Fig. 1: run 1, track usage over the die
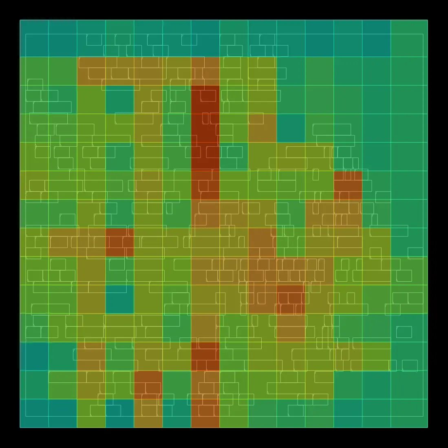
Fig. 2: run 1, register map, names as in the netlist
Other sequential cells in the stronger grey, the rest of the logic in the fainter grey.
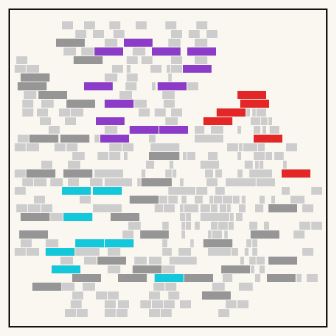
Fig. 3: run 1, clock distribution
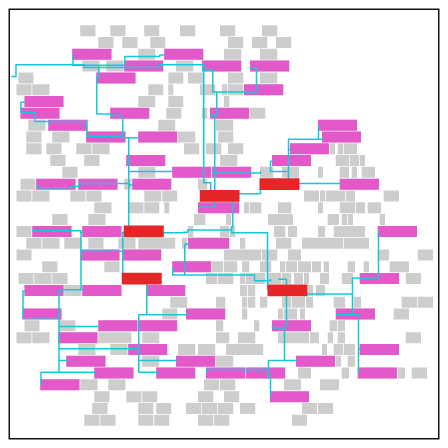
File: src/rtl/cpu_sequencer.sv
// cpu_sequencer: fetch/execute controller for the simple CPU.
// It fetches a 16-bit instruction and reads operands A and B from data memory.
// It launches the ALU, waits for alu_done (bounded by ALU_TIMEOUT), and writes the result back.
// Execution stops on a HALT opcode, after the last program slot, or on an error.
module cpu_sequencer #(
  parameter int DATA_W      = 8,
  parameter int LAST_PC     = 15,
  parameter int ALU_TIMEOUT = 32
) (
  input  logic              clk,
  input  logic              rst_n,
  input  logic              start,
  output logic [3:0]        program_counter,
  input  logic [15:0]       instruction,
  output logic              mem_rd_en,
  output logic [3:0]        mem_addr,
  input  logic [DATA_W-1:0] mem_rdata,
  output logic [3:0]        alu_op,
  output logic [DATA_W-1:0] operand_a,
  output logic [DATA_W-1:0] operand_b,
  output logic              alu_start,
  input  logic              alu_done,
  input  logic [DATA_W-1:0] alu_result,
  output logic              wr_en,
  output logic [3:0]        wr_addr,
  output logic [DATA_W-1:0] wr_data,
  output logic              busy,
  output logic              halted,
  output logic [1:0]        error_code
);

  localparam logic [3:0] S_IDLE  = 4'd0;
  localparam logic [3:0] S_FETCH = 4'd1;
  localparam logic [3:0] S_RD_A  = 4'd2;
  localparam logic [3:0] S_RD_B  = 4'd3;
  localparam logic [3:0] S_LATCH = 4'd4;
  localparam logic [3:0] S_EXEC  = 4'd5;
  localparam logic [3:0] S_WAIT  = 4'd6;
  localparam logic [3:0] S_WRITE = 4'd7;
  localparam logic [3:0] S_HALT  = 4'd8;

  localparam logic [3:0] OP_DIV  = 4'd5;
  localparam logic [3:0] OP_HALT = 4'd15;

  localparam logic [1:0] ERR_NONE    = 2'b00;
  localparam logic [1:0] ERR_ILLEGAL = 2'b01;
  localparam logic [1:0] ERR_DIV0    = 2'b10;
  localparam logic [1:0] ERR_TIMEOUT = 2'b11;

  localparam int             CNT_W    = $clog2(ALU_TIMEOUT + 1);
  localparam logic [CNT_W-1:0] CNT_LAST = CNT_W'(ALU_TIMEOUT - 1);
  localparam logic [3:0]     PC_LAST  = 4'(LAST_PC);

  logic [3:0]        state_q, state_d;
  logic [3:0]        pc_q, pc_d;
  logic [15:0]       ir_q, ir_d;
  logic [DATA_W-1:0] op_a_q, op_a_d;
  logic [DATA_W-1:0] op_b_q, op_b_d;
  logic [DATA_W-1:0] result_q, result_d;
  logic [3:0]        alu_op_q, alu_op_d;
  logic [1:0]        err_q, err_d;
  logic [CNT_W-1:0]  cnt_q, cnt_d;
  logic              div_by_zero;

  // A DIV whose divisor is zero must never reach the ALU.
  assign div_by_zero = (alu_op_q == OP_DIV) && (op_b_q == '0);

  // Next-state and datapath register updates, one branch per FSM state.
  always_comb begin
    state_d  = state_q;
    pc_d     = pc_q;
    ir_d     = ir_q;
    op_a_d   = op_a_q;
    op_b_d   = op_b_q;
    result_d = result_q;
    alu_op_d = alu_op_q;
    err_d    = err_q;
    cnt_d    = cnt_q;
    case (state_q)
      S_IDLE: begin
        pc_d = 4'd0;
        if (start) state_d = S_FETCH;
      end
      S_FETCH: begin
        ir_d = instruction;
        if (instruction[15:12] == OP_HALT) begin
          err_d   = ERR_NONE;
          state_d = S_HALT;
        end else if (instruction[15:12] <= OP_DIV) begin
          alu_op_d = instruction[15:12];
          state_d  = S_RD_A;
        end else begin
          err_d   = ERR_ILLEGAL;
          state_d = S_HALT;
        end
      end
      S_RD_A:  state_d = S_RD_B;
      S_RD_B: begin
        op_a_d  = mem_rdata;
        state_d = S_LATCH;
      end
      S_LATCH: begin
        op_b_d  = mem_rdata;
        state_d = S_EXEC;
      end
      S_EXEC: begin
        if (div_by_zero) begin
          err_d   = ERR_DIV0;
          state_d = S_HALT;
        end else begin
          cnt_d   = '0;
          state_d = S_WAIT;
        end
      end
      S_WAIT: begin
        if (alu_done) begin
          result_d = alu_result;
          state_d  = S_WRITE;
        end else if (cnt_q == CNT_LAST) begin
          err_d   = ERR_TIMEOUT;
          state_d = S_HALT;
        end else begin
          cnt_d = cnt_q + 1'b1;
        end
      end
      S_WRITE: begin
        // Halt check comes before the increment so the PC never wraps.
        if (pc_q == PC_LAST) begin
          state_d = S_HALT;
        end else begin
          pc_d    = pc_q + 4'd1;
          state_d = S_FETCH;
        end
      end
      S_HALT: begin
        if (start) begin
          pc_d    = 4'd0;
          err_d   = ERR_NONE;
          state_d = S_FETCH;
        end
      end
      default: state_d = S_IDLE;
    endcase
  end

  // State and datapath registers; reset abandons any in-flight instruction.
  always_ff @(posedge clk or negedge rst_n) begin
    if (!rst_n) begin
      state_q  <= S_IDLE;
      pc_q     <= 4'd0;
      ir_q     <= 16'd0;
      op_a_q   <= '0;
      op_b_q   <= '0;
      result_q <= '0;
      alu_op_q <= 4'd0;
      err_q    <= ERR_NONE;
      cnt_q    <= '0;
    end else begin
      state_q  <= state_d;
      pc_q     <= pc_d;
      ir_q     <= ir_d;
      op_a_q   <= op_a_d;
      op_b_q   <= op_b_d;
      result_q <= result_d;
      alu_op_q <= alu_op_d;
      err_q    <= err_d;
      cnt_q    <= cnt_d;
    end
  end

  // Outputs come only from registers or state decode, never straight from inputs.
  always_comb begin
    mem_rd_en = (state_q == S_RD_A) || (state_q == S_RD_B);
    mem_addr  = 4'd0;
    if (state_q == S_RD_A) mem_addr = ir_q[11:8];
    if (state_q == S_RD_B) mem_addr = ir_q[7:4];
  end

  assign program_counter = pc_q;
  assign alu_op          = alu_op_q;
  assign operand_a       = op_a_q;
  assign operand_b       = op_b_q;
  assign alu_start       = (state_q == S_EXEC) && !div_by_zero;
  assign wr_en           = (state_q == S_WRITE);
  assign wr_addr         = ir_q[3:0];
  assign wr_data         = result_q;
  assign busy            = (state_q != S_IDLE) && (state_q != S_HALT);
  assign halted          = (state_q == S_HALT);
  assign error_code      = err_q;

endmodule

File: config.mk
export PLATFORM = sky130hd
export DESIGN_NAME = cpu_sequencer
export DESIGN_NICKNAME = d
export VERILOG_FILES = /design/src/rtl/cpu_sequencer.sv
export SDC_FILE = /design/constraint.sdc
export NUM_CORES = 1
export LEC_CHECK = 0
export CAP_MARGIN = 5
export CORE_UTILIZATION = 29
export CTS_BUF_LIST = sky130_fd_sc_hd__clkbuf_16
export CTS_CLUSTER_DIAMETER = 100
export CTS_CLUSTER_SIZE = 28
export DETAILED_ROUTE_END_ITERATION = 7
export PLACE_DENSITY = 0.52
export SLEW_MARGIN = 30
export SYNTH_ARGS = -nofsm -noshare
export SYNTH_HDL_FRONTEND = slang
export SYNTH_SLANG_ARGS = --single-unit
File: constraint.sdc
create_clock -name clk -period 2.4 [get_ports clk]
set_input_delay 0.36 -clock clk [delete_from_list [all_inputs] [get_ports clk]]
set_output_delay 0.36 -clock clk [all_outputs]
set_load 0.01 [all_outputs]
==> results.py, run 1 <==
# Generated from Yosys and OpenROAD reports
metrics = {
    "yosys": {
        "top_logic_kind": "multiplexers",
        "common_cells": "dfrtp_1, mux2_2, nor2_1, nand2_1, o21ai_0",
        "yosys.cell_count.top_type": "dfrtp_1",
        "fa_ha_area_share_pct": 0.925,
        "yosys_warnings": 0,
        "ys_cells": 215,
        "synth.avg_cell_area_um2": 12.6,
        "mux_area_share_pct": 18.5,
        "ys_types": 45,
    },
    "placement": {
        "hpwlAfterDp_um": 4580,
    },
    "drt": {
        "postRouteWirelength_um": 6140,
    },
    "worst_setup_path": {
        "rr_worst_depth": 5,
        "worstReg2RegStart": "state_q[0]",
        "crit_required_ns": 2.04,
        "path_cells": "nand2b_2 > or2_2 > inv_1 > clkdlybuf4s50_1",
    },
    "power": {
        "irDropWorstVdd_v": 0.000519,
    },
    "finish": {
        "lay_top_count": "clkdlybuf4s50_1",
        "n_clock_buffer": 5,
        "final_cell_mix": "clkdlybuf4s50_1, dfrtp_1, mux2_2",
        "nMultiInputCombCells": 141,
    },
    "global_route": {
        "overflow": 0,
        "grt_pass1_vias": 2060,
        "grt_first_pass_wirelength_um": 10400,
        "antenna_found_initial": 0,
    },
    "status": {
        "outcome": "finished, final reports clean",
    },
    "clock_tree": {
        "htreeDepth": 2,
        "clock_path_buffers": 2,
    },
    "sta": {
        "setup_viol": 0,
    },
    "flow_run": {
        "maxCapViolCount": 0,
    },
    "die": {
        "rows": 34,
        "dieWidth_um": 98.6,
    },
}
Back to the opening pictures, Fig. 1:
overall routing resource usage: 13.5%
grt met1 use: 18.3%
Wirelength per Cell: 15.1 um
routing usage on met3: 4.04%

Back to the opening pictures, Fig. 2:
Red is cnt_q, sequential cells 6. Purple is ir_q, sequential cells 12, where top middle. Cyan is operand_b, sequential cells 8, where bottom left.
register area: 1400 um^2
Post-Route Utilization: 42.6%

Back to the opening pictures, Fig. 3:
Cyan is clock wires, length 723 um. Magenta is flip-flops, count 56. Red is clock drivers, count 5.
There are 6 routed clock nets. Position of the flops: all over the die.
Clk network pwr share: 16.7%
clock-net power: 0.739 mW
Worst Skew: 0.0107 ns
Late-Pin Clk Latency: 0.29 ns

[run 1: per-stage QoR]
stage / setup slack (ns) / hold WS (ns) / instances
3_3_place_gp: 0.283 / 0.407 / 398
4_1_cts: 0.0479 / 0.0854 / 406
5_1_grt: -0.00390 / 0.117 / 406
2_1_floorplan: 0.592 / 0.0644 / 215
6_report: 0.0798 / 0.0573 / 406
3_5_place_dp: 0.262 / 0.398 / 398
[run 1: critical path: cells and delay by family (launching register included)]
| kind | cells | cell delay (ns) |
|---|---|---|
| buffers and inverters | 2 | 0.65 |
| and+or+nand+nor | 2 | 0.53 |
| DFF | 1 | 0.49 |
[run 1: layer usage]
| metal | global-route usage [%] | wire (um) | vias to the layer above |
|---|---|---|---|
| met4 | 3.10 | 40 | 0 |
| li1 | - | - | 940 |
| met3 | 4.04 | 367 | 4 |
| met5 | 0 | 0 | - |
| met2 | 21.2 | 2910 | 52 |
| met1 | 18.3 | 2820 | 980 |
[run 1: registers in the layout (all words and copies together), names as in the netlist]
signal           flops
alu_op               4
operand_a            8
ir_q                12
program_counter      4
cnt_q                6
error_code           2
operand_b            8
wr_data              8
state_q              4
[run 1: worst max path at each step]
stage | slack [ns] | depth (start not counted) | from | to
detailed placement | 0.26 | 4 | state_q[2] | wr_en
finish | 0.08 | 4 | state_q[2] | wr_en
floorplan | 0.59 | 5 | operand_b[1] | cnt_q[1]
global route | -0.004 | 4 | state_q[2] | halted
CTS | 0.05 | 3 | state_q[1] | alu_start
global placement | 0.28 | 4 | state_q[2] | wr_en
[run 1: timing repair]
| action | 4_1_cts | 5_1_grt |
|---|---|---|
| buffers inserted | 0 | 0 |
| hold buffers | 0 | 0 |
| gates resized | 2 | 1 |
| endpoints found under the hold margin | 0 | 0 |
| endpoints found under the setup margin | 2 | 2 |
==> run 2: changes to the inputs <==
--- a/config.mk
+++ b/config.mk
@@ -5,9 +5,9 @@
 export SDC_FILE = /design/constraint.sdc
 export NUM_CORES = 1
 export LEC_CHECK = 0
+export ABC_AREA = 1
 export CAP_MARGIN = 5
 export CORE_UTILIZATION = 29
-export CTS_BUF_LIST = sky130_fd_sc_hd__clkbuf_16
 export CTS_CLUSTER_DIAMETER = 100
 export CTS_CLUSTER_SIZE = 28
 export DETAILED_ROUTE_END_ITERATION = 7
Fig. 4: run 2, power grid
Pins as bars on the die edge. Tap cells in grey.
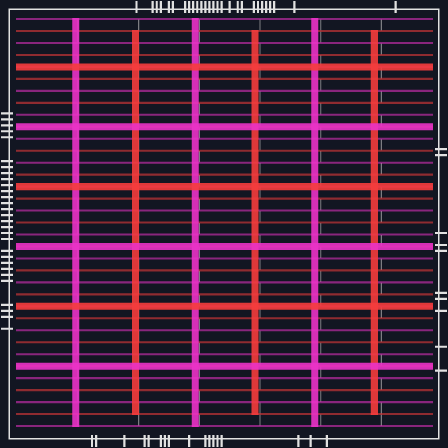
Magenta is VSS. Red is VDD.
6 straps on met4. 83 signal pins sit on the boundary.

Fig. 5: run 2, register map, names as in the netlist
Other sequential cells in the stronger grey, the rest of the logic in the fainter grey.
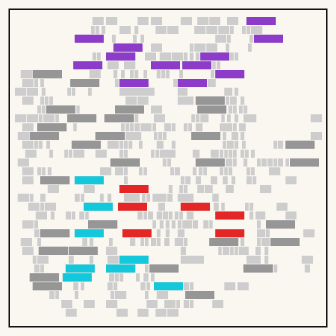
Cyan is operand_b, sequential cells 8, where bottom left. Red is cnt_q, sequential cells 6. Purple is ir_q, sequential cells 12.
Another 30 sequential cells are not coloured.

==> run 2 against run 1 <==
Net effect:
- maximum frequency up 2.4%
- count of clock-buffer cells in the layout is the same
- first-iteration DRC count grew to 4.2 times the previous value
- core utilization is 0.46 points lower
- routed wire length is 9.0% higher
- worst hold slack worse by 0.0042 ns
- via count up 18%
- cell area is 2.5% lower
- final cell count grew 29%
- highest routed layer unchanged
- sequential cell count is the same
==> results.py, run 2 <==
# Generated from Yosys and OpenROAD reports
metrics = {
    "finish": {
        "regMostFlops": "ir_q",
        "final_cell_mix": "nand2_1, clkdlybuf4s50_1, dfrtp_1",
        "final_core_utilization_pct": 42.1,
        "largest_reg_flops": 12,
    },
    "placement": {
        "hpwlAfterDp_um": 5120,
        "post-place-cells": 515,
        "place_ws_ns": 0.310,
    },
    "global_route": {
        "antenna_found_initial": 0,
        "grt_use_total_pct": 14.4,
        "grtUsageMet2_pct": 23.1,
        "met1_usage_pct": 19.5,
        "grt_first_pass_wirelength_um": 11000,
        "grt_pass1_vias": 2286,
        "use_met3_pct": 3.74,
        "overflow": 0,
        "grt_most_used_layer": "met2",
    },
    "drt": {
        "postRouteWirelength_um": 6690,
        "avgRoutedWirePerCell_um": 12.8,
        "drt-met1-wl_um": 3270,
        "highest_layer": "met4",
        "wl_met2_um": 3010,
    },
    "die": {
        "rows": 34,
        "dieWidth_um": 97.3,
    },
    "clock_tree": {
        "htreeDepth": 2,
        "cts_hold_buffers": 0,
        "clock_path_buffers": 2,
        "clk-insertion-delay-late_ns": 0.31,
    },
    "status": {
        "outcome": "finished, final reports clean",
    },
    "yosys": {
        "common_cells": "nand2_1, dfrtp_1, nor2_1, inv_1, o21ai_0",
        "yosys_warnings": 0,
        "ys_types": 27,
        "yosys.cell_count.top_type": "nand2_1",
        "synth.avg_cell_area_um2": 7.95,
    },
    "sta": {
        "setup_viol": 0,
        "skew_ns": 0.00992,
        "whs_ns": 0.0530,
    },
    "worst_setup_path": {
        "crit_required_ns": 2.04,
    },
    "power": {
        "irDropWorstVdd_v": 0.000452,
    },
    "flow_run": {
        "maxCapViolCount": 0,
    },
}
run 2: worst max-delay path, cell delays in order (launching register included):
cell and delay [ns]:
dfrtp_1 0.40, inv_1 0.10, nor2_2 0.15, nand2_1 0.10
inv_1 0.16, a22o_2 0.16, clkdlybuf4s50_1 0.53
run 2: what timing repair did:
item | 4_1_cts | 5_1_grt
endpoints found under the setup margin | 4 | 4
pin swaps | 0 | 0
resized | 1 | 2
buffers inserted | 0 | 1
run 2: kinds of logic (layout without fill, tap and decap cells):
logic type                 after synthesis  count (layout)  synth area share [%]
and+or+nand+nor                        196             196                  30.4
buffers and inverters                   40             125                  6.80
DFF                                     56              56                  53.3
AOI/OAI and AO/OA                       36              36                  8.27
adders and majority gates                2               2                 0.951
xor gates and xnor gates                 1               1                 0.333
run 2: area by class of cell:
class | count | area (um^2) | area share, %
sequential | 56 | 1400 | 38.0
timing repair buffer | 87 | 866 | 23.4
tap | 108 | 135 | 3.66
multi-input combinational | 235 | 1060 | 28.7
clock inverter | 3 | 47.5 | 1.29
clock buffer | 5 | 68.8 | 1.86
inverter | 30 | 113 | 3.05
run 2: power by group:
group	total [mW]	leakage [nW]	internal (mW)	switching, mW
combinational	1.93	1.03	0.931	0.994
sequential	1.58	0.714	1.32	0.262
clock	0.641	0.0583	0.315	0.326
total	4.15	1.80	2.56	1.58
run 2: final timing paths:
check	from	endpoint	slack (ns)
hold reg to reg	wr_data[2]	wr_data[2]	0.49
hold / removal	rst_n	program_counter[2]	0.05
max in group asynchronous	rst_n	wr_data[6]	1.75
setup reg to reg	state_q[1]	error_code[1]	0.60
setup / recovery	state_q[1]	mem_addr[2]	0.13
min in group clk	wr_data[2]	wr_data[2]	0.49
==> run 3: changes to the inputs <==
--- a/config.mk
+++ b/config.mk
@@ -7,11 +7,11 @@
 export LEC_CHECK = 0
 export ABC_AREA = 1
 export CAP_MARGIN = 5
-export CORE_UTILIZATION = 29
+export CORE_UTILIZATION = 30
 export CTS_CLUSTER_DIAMETER = 100
 export CTS_CLUSTER_SIZE = 28
 export DETAILED_ROUTE_END_ITERATION = 7
-export PLACE_DENSITY = 0.52
+export PLACE_DENSITY = 0.54
 export SLEW_MARGIN = 30
 export SYNTH_ARGS = -nofsm -noshare
 export SYNTH_HDL_FRONTEND = slang
Fig. 6: run 3, track usage over the die
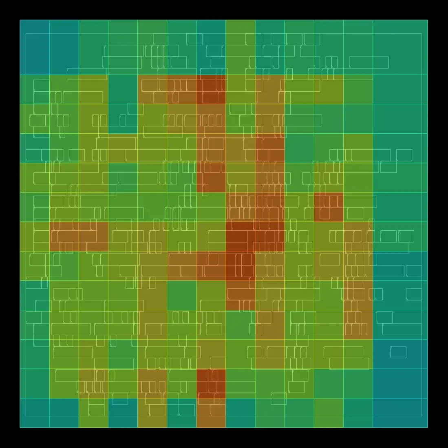
Wirelength per Cell: 12.9 um
met2 Usage GRT: 23.8%
global routing's busiest layer: met2
Post-Route Utilization: 44.0%

Fig. 7: run 3, power grid
Pins as bars on the die edge. Tap cells in grey.
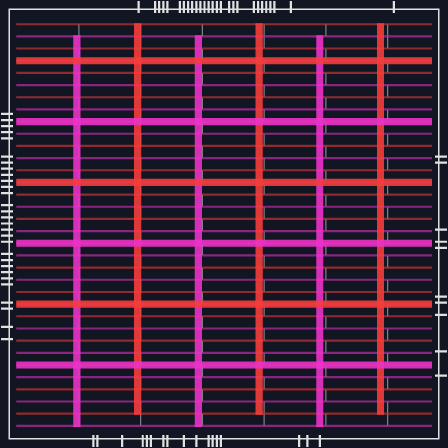
Magenta is VSS. Red is VDD.
6 straps on met5. 83 signal pins sit on the boundary. 34 met1 rails follow the rows.

==> run 3 against run 2 <==
Net effect:
- cell area shrank 0.54%
- the flow now finishes with violations (hold timing)
- maximum frequency shrank 0.14%
- sequential cell count is the same
- routed wire length shrank 0.16%
- non-clock buffer count shrank 2
- final cell count shrank 0.95%
==> results.py, run 3 <==
# Generated from Yosys and OpenROAD reports
metrics = {
    "status": {
        "outcome": "finished with violations",
        "violations": "hold timing",
    },
    "global_route": {
        "overflow": 0,
        "grt_use_total_pct": 15.5,
        "grt_first_pass_wirelength_um": 10800,
        "grt_pass1_vias": 2236,
        "antenna_found_initial": 0,
    },
    "yosys": {
        "yosys.cell_count.top_type": "nand2_1",
        "ys_sh_simple_pct": 30.4,
        "ys_types": 27,
        "fa_ha_area_share_pct": 0.951,
        "ys_sh_aoi_pct": 8.27,
        "common_cells": "nand2_1, dfrtp_1, nor2_1, inv_1, o21ai_0",
        "top_logic_kind": "simple AND/OR/NAND/NOR gates",
        "xor_share_pct": 0.333,
        "yosys_warnings": 0,
        "synth.avg_cell_area_um2": 7.95,
        "yosysChipArea_um2": 2630,
    },
    "sta": {
        "whs_ns": -0.0119,
        "final-hold-violation-count": 19,
        "skew_ns": 0.00860,
        "setup_viol": 0,
    },
    "finish": {
        "largest_reg_flops": 12,
        "seq_area_um2": 1400,
        "regMostFlops": "ir_q",
        "final_cell_mix": "nand2_1, clkdlybuf4s50_1, dfrtp_1",
    },
    "die": {
        "dieWidth_um": 95.7,
        "rows": 33,
    },
    "power": {
        "clkPwrFrac_pct": 15.5,
        "switching_power_mw": 1.57,
        "power_frac_seq_pct": 38.2,
        "p_int_mw": 2.55,
        "swShare_pct": 38.1,
        "irDropWorstVdd_v": 0.000451,
    },
    "worst_setup_path": {
        "max_stage_delay_ns": 0.53,
        "cpMostUsedCell": "inv_1",
        "path_cells": "inv_1 > nor2_2 > nand2_1 > inv_1 > a22o_2 > clkdlybuf4s50_1",
        "crit_slowest_cell": "clkdlybuf4s50_1",
    },
    "clock_tree": {
        "cts_hold_buffers": 0,
        "clk-insertion-delay-late_ns": 0.31,
        "htreeDepth": 2,
    },
    "placement": {
        "place_ws_ns": 0.283,
        "hpwlAfterDp_um": 5090,
    },
    "drt": {
        "postRouteWirelength_um": 6680,
    },
    "flow_run": {
        "maxCapViolCount": 0,
    },
}
[run 3: cell counts after synthesis]
No cell type changed its count.
[run 3: layout make-up]
cell class	count	area share (%)
clock inverter	3	1.26
sequential	56	38.2
inverter	30	3.07
clock buffer	5	1.87
tap	105	3.58
timing repair buffer	85	23.2
multi-input combinational	235	28.9
[run 3: power groups by stage]
stage | registers [mW] | logic (mW) | clock network (mW)
after CTS | 1.57 | 1.93 | 0.665
after floorplan | 1.66 | 0.936 | 0
after global placement | 1.59 | 1.90 | 0
final | 1.57 | 1.91 | 0.638
after global routing | 1.62 | 2.15 | 0.702
after detailed placement | 1.57 | 1.93 | 0
[run 3: cell families after synthesis]
kind of cell,Yosys count
compound gates,36
xor+xnor,1
fa+ha+maj,2
buf+inv,40
flops,56
simple gates,196
[run 3: worst max-delay path, delay by kind of cell (launching register included)]
family / cells / cell delay, ns
buf+inv: 3 / 0.79
compound gates: 1 / 0.16
flops: 1 / 0.41
simple gates: 2 / 0.24
[run 3: timing repair]
action                                  4_1_cts  5_1_grt
endpoints found under the setup margin        4        4
endpoints found under the hold margin         0        0
resized                                       1        2
buffers inserted                              0        0
cloned                                        0        0
[run 3: final timing paths]
| path | from | endpoint | slack (ns) | cells after the start |
|---|---|---|---|---|
| max in group asynchronous | rst_n | cnt_q[0] | 1.84 | 2 |
| min reg2reg | ir_q[8] | ir_q[8] | 0.49 | 2 |
| max | state_q[1] | mem_addr[1] | 0.13 | 6 |
| min in group clk | ir_q[8] | ir_q[8] | 0.49 | 2 |
| max reg2reg | state_q[3] | error_code[0] | 0.62 | 8 |
| min | rst_n | operand_a[4] | -0.01 | 1 |
[run 3: layer usage]
metal	track usage (%)	share of wire (%)
met3	3.83	4.2
met1	21.7	50
met4	4.10	1.2
met5	0	0
met2	23.8	45
Power is estimated from default activity; no workload was simulated.
